Run 1, signal wires by layer:
Drawn at 1 px/um. Two of the layers only.
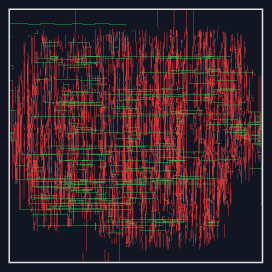
Run 1, ports around the boundary:
Drawn at 2 px/um. Pins as bars across the die edge, other pins in gray.
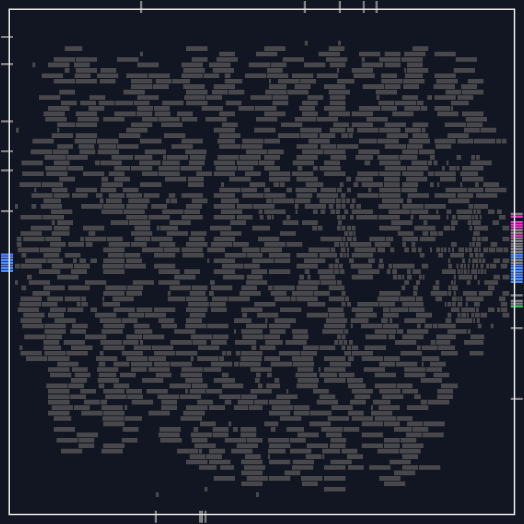
Run 1, port wiring:
Drawn at 1 px/um.
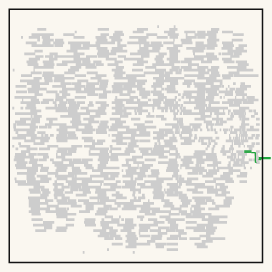
Run 1, met2 routing:
Drawn at 2 px/um.
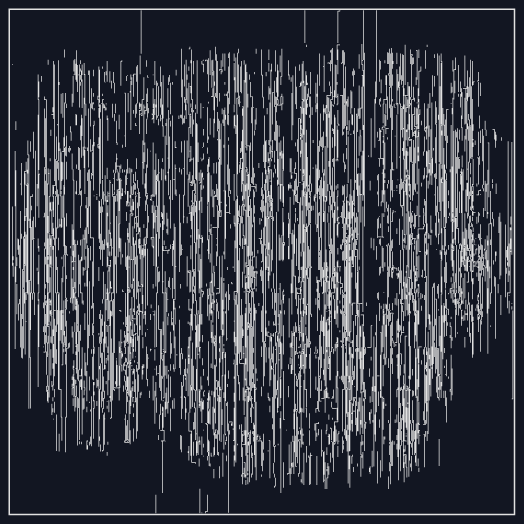
### config.mk
export PLATFORM = sky130hd
export DESIGN_NAME = proc_feeder
export DESIGN_NICKNAME = d
export VERILOG_FILES = /design/src/rtl/proc_feeder.sv
export SDC_FILE = /design/constraint.sdc
export NUM_CORES = 1
export LEC_CHECK = 0
export CAP_MARGIN = 10
export CORE_MARGIN = 2
export CORE_UTILIZATION = 40
export DETAILED_ROUTE_END_ITERATION = 7
export GPL_TIMING_DRIVEN = 1
export HOLD_SLACK_MARGIN = 0.15
export MAX_ROUTING_LAYER = met4
export PLACE_DENSITY = 0.58
export SLEW_MARGIN = 30
export SYNTH_ARGS = -nofsm -noshare
export SYNTH_HDL_FRONTEND = slang
export SYNTH_SLANG_ARGS = --single-unit
### constraint.sdc
create_clock -name Clock -period 4.76 [get_ports Clock]
set_input_delay 0.476 -clock Clock [delete_from_list [all_inputs] [get_ports Clock]]
set_output_delay 0.476 -clock Clock [all_outputs]
set_load 0.05 [all_outputs]
### src/rtl/proc_feeder.sv
// Program sequencer feeding instruction and immediate words to the bus processor.
// Follows the processor's time steps through Done, halts on a marker word and flags faults.
module proc_feeder #(
    parameter int ADDR_W = 5,
    parameter int WORD_W = 16
) (
    input  logic              Clock,
    input  logic              Reset,
    input  logic              LdEn,
    input  logic [ADDR_W-1:0] LdAddr,
    input  logic [WORD_W-1:0] LdData,
    input  logic              Start,
    input  logic              Stop,
    input  logic              Done,
    output logic [WORD_W-1:0] DIN,
    output logic              Run,
    output logic              ProcResetn,
    output logic              Busy,
    output logic              Finished,
    output logic              Error,
    output logic [ADDR_W-1:0] PC
);

    typedef enum logic [2:0] {
        S_IDLE,
        S_FETCH,
        S_IMM,
        S_WAIT,
        S_ERR
    } state_t;

    state_t state, state_nx;

    logic [WORD_W-1:0] mem [2**ADDR_W];
    logic [WORD_W-1:0] word;
    logic [2:0]        opcode;
    logic [ADDR_W-1:0] pc_p1, pc_p2, pc_nx;
    logic [1:0]        wait_cnt, wait_cnt_nx;
    logic              err_nx, fin_nx, active, active_nx;

    assign word   = mem[PC];
    assign opcode = word[8:6];
    assign pc_p1  = PC + ADDR_W'(1);
    assign pc_p2  = PC + ADDR_W'(2);

    always_ff @(posedge Clock) begin
        if (!Reset && state == S_IDLE && LdEn)
            mem[LdAddr] <= LdData;
    end

    always_comb begin
        state_nx    = state;
        pc_nx       = PC;
        wait_cnt_nx = wait_cnt;
        err_nx      = Error;
        fin_nx      = 1'b0;
        unique case (state)
            S_IDLE: begin
                if (Start && !LdEn) begin
                    pc_nx    = '0;
                    err_nx   = 1'b0;
                    state_nx = S_FETCH;
                end
            end
            S_FETCH: begin
                if (word[15]) begin
                    state_nx = S_IDLE;
                    fin_nx   = 1'b1;
                end else if (opcode[2]) begin
                    state_nx = S_ERR;
                    err_nx   = 1'b1;
                end else if (opcode == 3'b001) begin
                    state_nx = S_IMM;
                end else begin
                    state_nx    = S_WAIT;
                    wait_cnt_nx = 2'd0;
                end
            end
            S_IMM: begin
                if (Done) begin
                    pc_nx    = pc_p2;
                    state_nx = S_FETCH;
                end else begin
                    state_nx = S_ERR;
                    err_nx   = 1'b1;
                end
            end
            S_WAIT: begin
                if (Done) begin
                    pc_nx    = pc_p1;
                    state_nx = S_FETCH;
                end else if (wait_cnt == 2'd2) begin
                    state_nx = S_ERR;
                    err_nx   = 1'b1;
                end else begin
                    wait_cnt_nx = wait_cnt + 2'd1;
                end
            end
            S_ERR: begin
                if (Start) begin
                    pc_nx    = '0;
                    err_nx   = 1'b0;
                    state_nx = S_FETCH;
                end
            end
            default: state_nx = S_IDLE;
        endcase
        // Abort overrides any progress or fault made this cycle
        if (Stop) begin
            state_nx = S_IDLE;
            pc_nx    = PC;
            fin_nx   = 1'b0;
            err_nx   = Error;
        end
        active_nx = (state_nx == S_FETCH) || (state_nx == S_IMM) ||
                    (state_nx == S_WAIT);
    end

    always_ff @(posedge Clock) begin
        if (Reset) begin
            state    <= S_IDLE;
            PC       <= '0;
            wait_cnt <= 2'd0;
            Error    <= 1'b0;
            Finished <= 1'b0;
            active   <= 1'b0;
        end else begin
            state    <= state_nx;
            PC       <= pc_nx;
            wait_cnt <= wait_cnt_nx;
            Error    <= err_nx;
            Finished <= fin_nx;
            active   <= active_nx;
        end
    end

    assign Busy       = active;
    assign Run        = active;
    assign ProcResetn = active;

    always_comb begin
        DIN = '0;
        unique case (state)
            S_FETCH, S_WAIT: DIN = word;
            S_IMM:           DIN = mem[pc_p1];
            default:         DIN = '0;
        endcase
    end

endmodule
==> impl_metrics.py, run 1 <==
# Generated from Yosys and OpenROAD reports
metrics = {
    "run_status": {
        "outcome": "completed",
    },
    "pwr": {
        "peakVddDrop_uv": 294,
        "p_leak_nw": 8.37,
        "power_density_nw_per_um2": 362,
    },
    "synthesis": {
        "yosysWarnings": 0,
        "top_cells_by_area": "edfxtp_1 (63%), mux4_2 (28%), dfxtp_1 (1.5%), mux2i_1 (1.3%), nor2_1 (0.81%)",
        "synth_cells": 1161,
        "synth.avg_cell_area_um2": 21.2,
        "ys_types": 49,
    },
    "cts": {
        "cts_htree_levels": 2,
        "numCtsBuffers": 56,
        "post_cts_buffers": 0,
        "cts_tree": "built",
    },
    "setup_path": {
        "crit_chain": "ha_1, nand2_1, xor2_4, mux4_2, mux2i_1, o22ai_1, clkdlybuf4s50_1",
        "worstPathArrival_ns": 4.13,
        "slowest_stage": "clkdlybuf4s50_1",
        "cp.depth": 7,
        "critPathBufInv": 1,
    },
    "place": {
        "placed_cells": 1965,
        "dp_hpwl_um": 41300,
    },
    "final_timing": {
        "hold_viol_final": 0,
        "rsz0062_at_grt": "no",
        "worst_slack_ns": 0.157,
        "worst_pin_slew_ns": 1.01,
        "max_freq_ghz": 0.217,
        "max_slew_margin_pct": 32.7,
    },
    "cells_and_area": {
        "final_cells": 2072,
        "drive_gt1_share_pct": 40.8,
        "regArea_um2": 15800,
        "lay_top_count": "edfxtp_1",
        "final_nets": 1271,
    },
    "global_routing": {
        "grt.busiest_layer": "met2",
        "grt.overflow.total": 0,
        "grt_pass1_wl_um": 99200,
        "grt_pass1_vias": 13543,
        "antenna_found_initial": 0,
        "grt_max_degree": 69,
        "gr-usage-met3_pct": 4.94,
    },
    "floorplanning": {
        "row_count": 90,
        "fp.dieArea_um2": 63400,
        "fp_util_pct": 40.6,
    },
    "drt": {
        "met3RoutedLength_um": 5940,
    },
    "min_path": {
        "hold_class": "input port to register",
        "worstHoldStart": "LdData[1]",
    },
    "flow_run": {
        "tool_warnings": 26,
    },
}
## Picture notes: 'signal wires by layer'
- green: metal 3 (wire length 5940 um)
- red: metal 2 (wire length 33.7 mm)
drt wl/cell: 33.5 um
drt total wl: 69500 um
Tot GR Track Use: 22.9%
routed via count: 13206

## Picture notes: 'ports around the boundary'
- magenta: `PC` (pins 5; direction output; edge right)
- green: `ProcResetn` (pins 1; direction output; edge right)
- blue: `DIN` (pins 16; direction output; edge 9 right, 7 left)
chip width: 252 um
height of the chip: 252 um
count of input and output buffers: 52

## Picture notes: 'port wiring'
- green: `ProcResetn` (direction output; edge right; end cells 1; wire 19.4 um)
Top-Level Pins: 53

## Picture notes: 'met2 routing'
- wire length on this layer: 33.7 mm
- nets with wire on the layer: 1209
met2 Use GR: 35.9%

==> run 1: power breakdown <==
part | total [W] | internal, W | switching [W]
logic | 0.000442 | 0.000188 | 0.000254
registers | 0.00515 | 0.00513 | 0.0000223
clock network | 0.00457 | 0.00273 | 0.00185
==> run 1: layout make-up <==
cell class / count / area share [%]
Clock inverter: 42 / 1.66
Antenna cell: 1 / 0.00890
Multi-Input combinational cell: 536 / 30.2
Inverter: 7 / 0.0935
Tap cell: 782 / 3.48
Clock buffer: 64 / 5.17
Sequential cell: 530 / 56.0
Timing Repair Buffer: 110 / 3.32
==> run 1: through the flow <==
stage | util (%) | hold WS, ns | total power, W | area [um^2]
after global routing | 46.4 | 0.361 | 0.0104 | 28100
after floorplan | - | 0.444 | 0.00552 | 24600
after global placement | 43.4 | 0.454 | 0.00570 | 26300
final | 46.4 | 0.342 | 0.0102 | 28100
after CTS | 46.5 | 0.372 | 0.0103 | 28200
after detailed placement | 43.3 | 0.465 | 0.00570 | 26300
==> run 1: timing repair <==
action / in CTS / in global routing
hold endpoints to repair: 0 / 0
gates resized: 0 / 0
setup endpoints to repair: 0 / 1
==> run 1: cell families (layout without fill, tap and decap cells) <==
| group | Yosys count | in the layout | synth area share, % |
|---|---|---|---|
| XOR/XNOR | 3 | 3 | 0.107 |
| buffers and inverters | 95 | 223 | 1.97 |
| AND-OR/OR-AND | 69 | 69 | 1.89 |
| other | 0 | 1 | 0 |
| multiplexers | 341 | 341 | 29.4 |
| adder cells (fa/ha/maj) | 3 | 3 | 0.153 |
| flip-flops | 530 | 530 | 64.0 |
| AND/OR/NAND/NOR | 120 | 120 | 2.40 |
==> run 1: flip-flops by register name (all words and copies together) (netlist names), named ones only <==
signal    count
Finished      1
mem         512
wait_cnt      2
Error         1
PC            5
Busy          1
state         3
==> inputs of run 2 (changes only) <==
--- a/config.mk
+++ b/config.mk
@@ -6,13 +6,15 @@
 export NUM_CORES = 1
 export LEC_CHECK = 0
 export CAP_MARGIN = 10
+export CORE_ASPECT_RATIO = 0.5
 export CORE_MARGIN = 2
 export CORE_UTILIZATION = 40
 export DETAILED_ROUTE_END_ITERATION = 7
+export DONT_BUFFER_PORTS = 1
 export GPL_TIMING_DRIVEN = 1
 export HOLD_SLACK_MARGIN = 0.15
 export MAX_ROUTING_LAYER = met4
-export PLACE_DENSITY = 0.58
+export PLACE_DENSITY = 0.57
 export SLEW_MARGIN = 30
 export SYNTH_ARGS = -nofsm -noshare
 export SYNTH_HDL_FRONTEND = slang
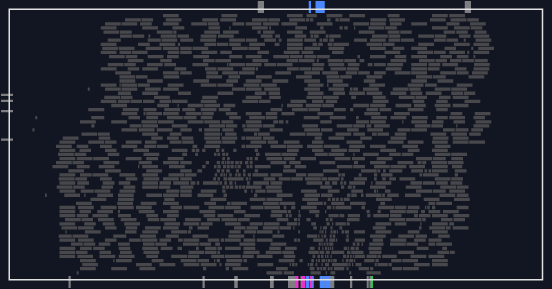
Run 2: ports around the boundary
Drawn at 1.5 px/um. Pins as bars across the die edge, other pins in gray.
count of input and output buffers: 0
chip width: 355 um
height of the chip: 179 um

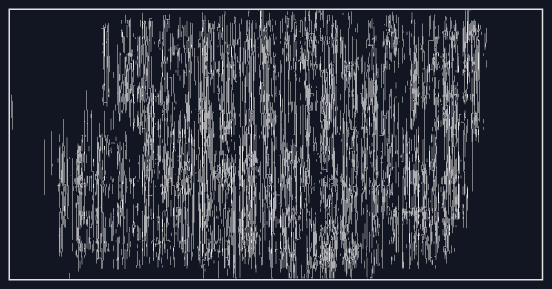
Run 2: met2 routing
Drawn at 1.5 px/um.
- longest straight run: 84.3 um
- main direction: vertical
- wire length on this layer: 31.6 mm
- share of all routed wire: 46%
- nets with wire on the layer: 1183
drt total wl: 69000 um
routed via count: 13245
met2 Use GR: 33.8%

==> run 2 against run 1 <==
Synthesized area did not move. Sequential cell count did not move. Worst setup slack improved by 0.66 ns. Critical path depth rose by 1. Core utilization fell by 0.62 points. Highest routed layer unchanged. Die area rose by 0.19%. Count of clock-buffer cells in the layout fell by 1. First-iteration DRC count rose by 17%. Clock power fell by 7.7%. Power fell by 3.4%.
==> impl_metrics.py, run 2 <==
# Generated from Yosys and OpenROAD reports
metrics = {
    "cts": {
        "numCtsBuffers": 50,
        "cts_htree_levels": 2,
    },
    "min_path": {
        "hold_class": "input port to register",
    },
    "global_routing": {
        "grt_max_degree": 43,
        "grt.overflow.total": 0,
        "antenna_found_initial": 2,
        "grt_use_total_pct": 22.6,
        "grt_pass1_vias": 13504,
    },
    "synthesis": {
        "synth_cells": 1161,
        "synthAoiAreaFrac_pct": 1.89,
        "synth.avg_cell_area_um2": 21.2,
        "ys_sh_mux_pct": 29.4,
        "yosysWarnings": 0,
    },
    "final_timing": {
        "hold_viol_final": 0,
    },
    "run_status": {
        "outcome": "completed",
    },
    "floorplanning": {
        "row_count": 64,
    },
    "pwr": {
        "power.total_w": 0.00982,
        "powerSeq_w": 0.00515,
        "power.group.top": "registers",
        "power_density_nw_per_um2": 352,
        "switching_share_pct": 20.2,
        "comb_cell_power_w": 0.000446,
        "p_comb_share_pct": 4.5,
        "p_leak_nw": 8.26,
    },
    "cells_and_area": {
        "top_regs": "mem x512, PC x5, state x3",
        "utilization_pct": 45.8,
        "lay_top_count": "edfxtp_1",
    },
    "place": {
        "dpl_cell_area_um2": 26000,
        "dp_hpwl_um": 42600,
    },
}
-- run 2: cell counts after synthesis --
Identical to the previous run, type by type.
-- run 2: layout make-up --
type	count	area [um^2]
Fill cell	5026	33000
Sequential cell	530	15800
Multi-Input combinational cell	536	8500
Clock buffer	63	1370
Tap cell	825	1030
Timing Repair Buffer	95	848
Clock inverter	29	363
Inverter	7	26.3
Antenna cell	2	5.00
-- run 2: worst max-delay path, delay by kind of cell, from the launching register on --
kind | cells | cell delay [ns]
mux | 3 | 1.05
buf+inv | 3 | 0.77
fa+ha+maj | 1 | 0.53
flops | 1 | 0.30
compound gates | 1 | 0.19
-- run 2: what timing repair did --
item,4_1_cts,5_1_grt
endpoints found under the hold margin,529,0
hold buffers,18,0
buffers inserted,0,0
endpoints found under the setup margin,0,0
-- run 2: path summary, 6_finish.rpt --
| kind | from | to | slack (ns) | cells past startpoint |
|---|---|---|---|---|
| worst max-delay path | PC[1] | DIN[13] | 0.82 | 8 |
| worst max register to register | register | wait_cnt[1] | 1.64 | 8 |
| worst min-delay path | LdData[2] | mem[1][2] | 0.18 | 1 |
| worst min register to register | wait_cnt[0] | wait_cnt[0] | 0.48 | 2 |
-- run 2: per-layer routing --
| layer | part of all wire, % | GRT usage [%] | wire [um] |
|---|---|---|---|
| met5 | 0 | - | 0 |
| met4 | 1.8 | 4.70 | 1280 |
| met3 | 9.7 | 5.46 | 6670 |
| met2 | 46 | 33.8 | 31600 |
| met1 | 43 | 31.9 | 29500 |
-- run 2: stage by stage --
step / hold WS (ns) / std cells
after floorplan: 0.444 / 1161
after global placement: 0.447 / 1975
after detailed placement: 0.468 / 1975
after CTS: 0.169 / 2085
after global routing: 0.180 / 2087
final: 0.185 / 2087
Run 2, port wiring:
Drawn at 1 px/um.
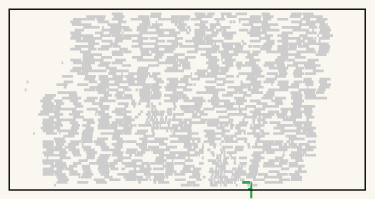

==> inputs of run 3 (changes only) <==
==> constraint.sdc (replaced) <==
create_clock -name Clock -period 3.7 [get_ports Clock]
set_input_delay 0.37 -clock Clock [delete_from_list [all_inputs] [get_ports Clock]]
set_output_delay 0.37 -clock Clock [all_outputs]
set_load 0.05 [all_outputs]
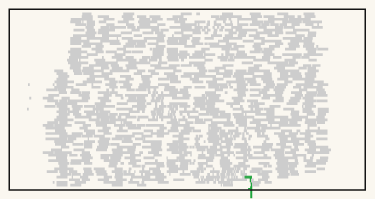
Run 3: port wiring
Drawn at 1 px/um.
- green: `ProcResetn` (direction output; edge bottom; end cells 1; wire 15.7 um)

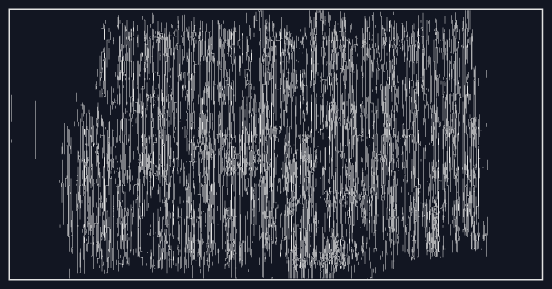
Run 3: met2 routing
Drawn at 1.5 px/um.
- wire length on this layer: 32.3 mm
- share of all routed wire: 46%
- longest straight run: 101 um
- nets with wire on the layer: 1223
routed via count: 13504
met2 Use GR: 34.5%
drt total wl: 70600 um

==> run 3 against run 2 <==
Worst setup slack worse by 0.73 ns. Synthesized cell count unchanged. Sequential cell count is the same. Final area up 1.5%. Sequential power grew 29%. Highest routed layer unchanged. Count of clock-buffer cells in the layout grew 5. Core utilization grew 0.68 points. Sequential share of layout area fell by 0.82 points. Combinational power grew 35%. Global-route usage rose by 0.35 points.
==> impl_metrics.py, run 3 <==
# Generated from Yosys and OpenROAD reports
metrics = {
    "floorplanning": {
        "fp.dieW_um": 355,
        "fp_util_pct": 40.3,
        "io_pins": 53,
        "row_count": 64,
        "fp.dieArea_um2": 63600,
    },
    "cells_and_area": {
        "utilization_pct": 46.5,
        "nFillCells": 4961,
        "largest_reg_flops": 512,
        "lay_top_count": "edfxtp_1",
    },
    "setup_path": {
        "worstPathArrival_ns": 3.25,
        "critPathLaunch": "PC[1]",
    },
    "cts": {
        "cts_htree_levels": 2,
        "numCtsBuffers": 52,
        "cts_tree": "built",
    },
    "final_timing": {
        "max_slew_margin_pct": 49.9,
        "rsz0062_at_grt": "no",
    },
    "pwr": {
        "p_sw_w": 0.00259,
        "peakVddDrop_uv": 304,
        "p_leak_nw": 8.46,
        "pg_clk_w": 0.00546,
        "power.internal_w": 0.0101,
        "seqPwrFrac_pct": 52.2,
        "p_comb_share_pct": 4.8,
        "power_density_nw_per_um2": 448,
        "clkPwrFrac_pct": 43.1,
        "switching_share_pct": 20.4,
    },
    "global_routing": {
        "grt_pass1_wl_um": 100000,
        "grt_use_total_pct": 23.0,
        "grt_max_degree": 50,
        "grt_pass1_vias": 13480,
    },
    "run_status": {
        "outcome": "completed",
    },
    "synthesis": {
        "adder_share_pct": 0.153,
        "yosysWarnings": 0,
        "top_cells_by_area": "edfxtp_1 (63%), mux4_2 (28%), dfxtp_1 (1.5%), mux2i_1 (1.3%), nor2_1 (0.81%)",
        "synthAoiAreaFrac_pct": 1.89,
        "ys_sh_mux_pct": 29.4,
        "ys_types": 49,
        "synthTopLogicFamily": "multiplexers",
    },
    "min_path": {
        "hold_class": "input port to register",
    },
}
==> run 3: cell counts after synthesis <==
No cell type changed its count.
==> run 3: routing by layer <==
metal,up-vias,wire [um],track usage (%)
li1,5305,-,-
met1,7364,29900,32.1
met2,731,32300,34.5
met3,104,7030,5.59
met4,0,1380,4.84
met5,-,0,-
==> run 3: metrics by stage <==
step	power, W	instance area, um^2	hold WS (ns)	worst slack [ns]	std cells
finish	0.0127	28300	0.276	0.0845	2116
global route	0.0130	28300	0.284	0.0158	2116
CTS	0.0128	28300	0.228	0.0441	2111
detailed placement	0.00724	26300	0.446	0.532	1996
global placement	0.00724	26300	0.441	0.531	1996
floorplan	0.00710	24600	0.444	0.227	1161
==> run 3: layout make-up <==
type / instances / area (um^2) / share of cell area (%)
well taps: 825 / 1030 / 3.65
multi-input cells: 536 / 8510 / 30.1
diodes: 1 / 2.50 / 0.00884
flip-flops and latches: 530 / 15800 / 55.6
repair buffers: 128 / 1270 / 4.50
inverters: 7 / 26.3 / 0.0928
clock inverters: 21 / 334 / 1.18
clock buffers: 68 / 1380 / 4.88
==> run 3: timing repair <==
item,4_1_cts,5_1_grt
pin swaps,1,2
hold endpoints to repair,530,0
gates cloned,0,1
setup endpoints to repair,2,2
setup buffers,3,3
resized,1,0
hold buffers,23,0
==> run 3: critical path, stage by stage (launching register included) <==
cell	delay, ns
dfxtp_1	0.37
buf_4	0.25
ha_1	0.27
nand2_1	0.18
xor2_4	0.28
buf_12	0.15
clkbuf_16	0.22
mux4_2	0.38
mux2i_1	0.17
o22ai_1	0.14
buf_4	0.24
==> run 3: worst paths after layout <==
| check | to | cells after the start |
|---|---|---|
| hold reg to reg | wait_cnt[1] | 2 |
| setup reg to reg | wait_cnt[0] | 8 |
| setup / recovery | DIN[15] | 10 |
| hold / removal | state[0] | 4 |
No activity file was given, so power comes from the tool's default toggle rates.
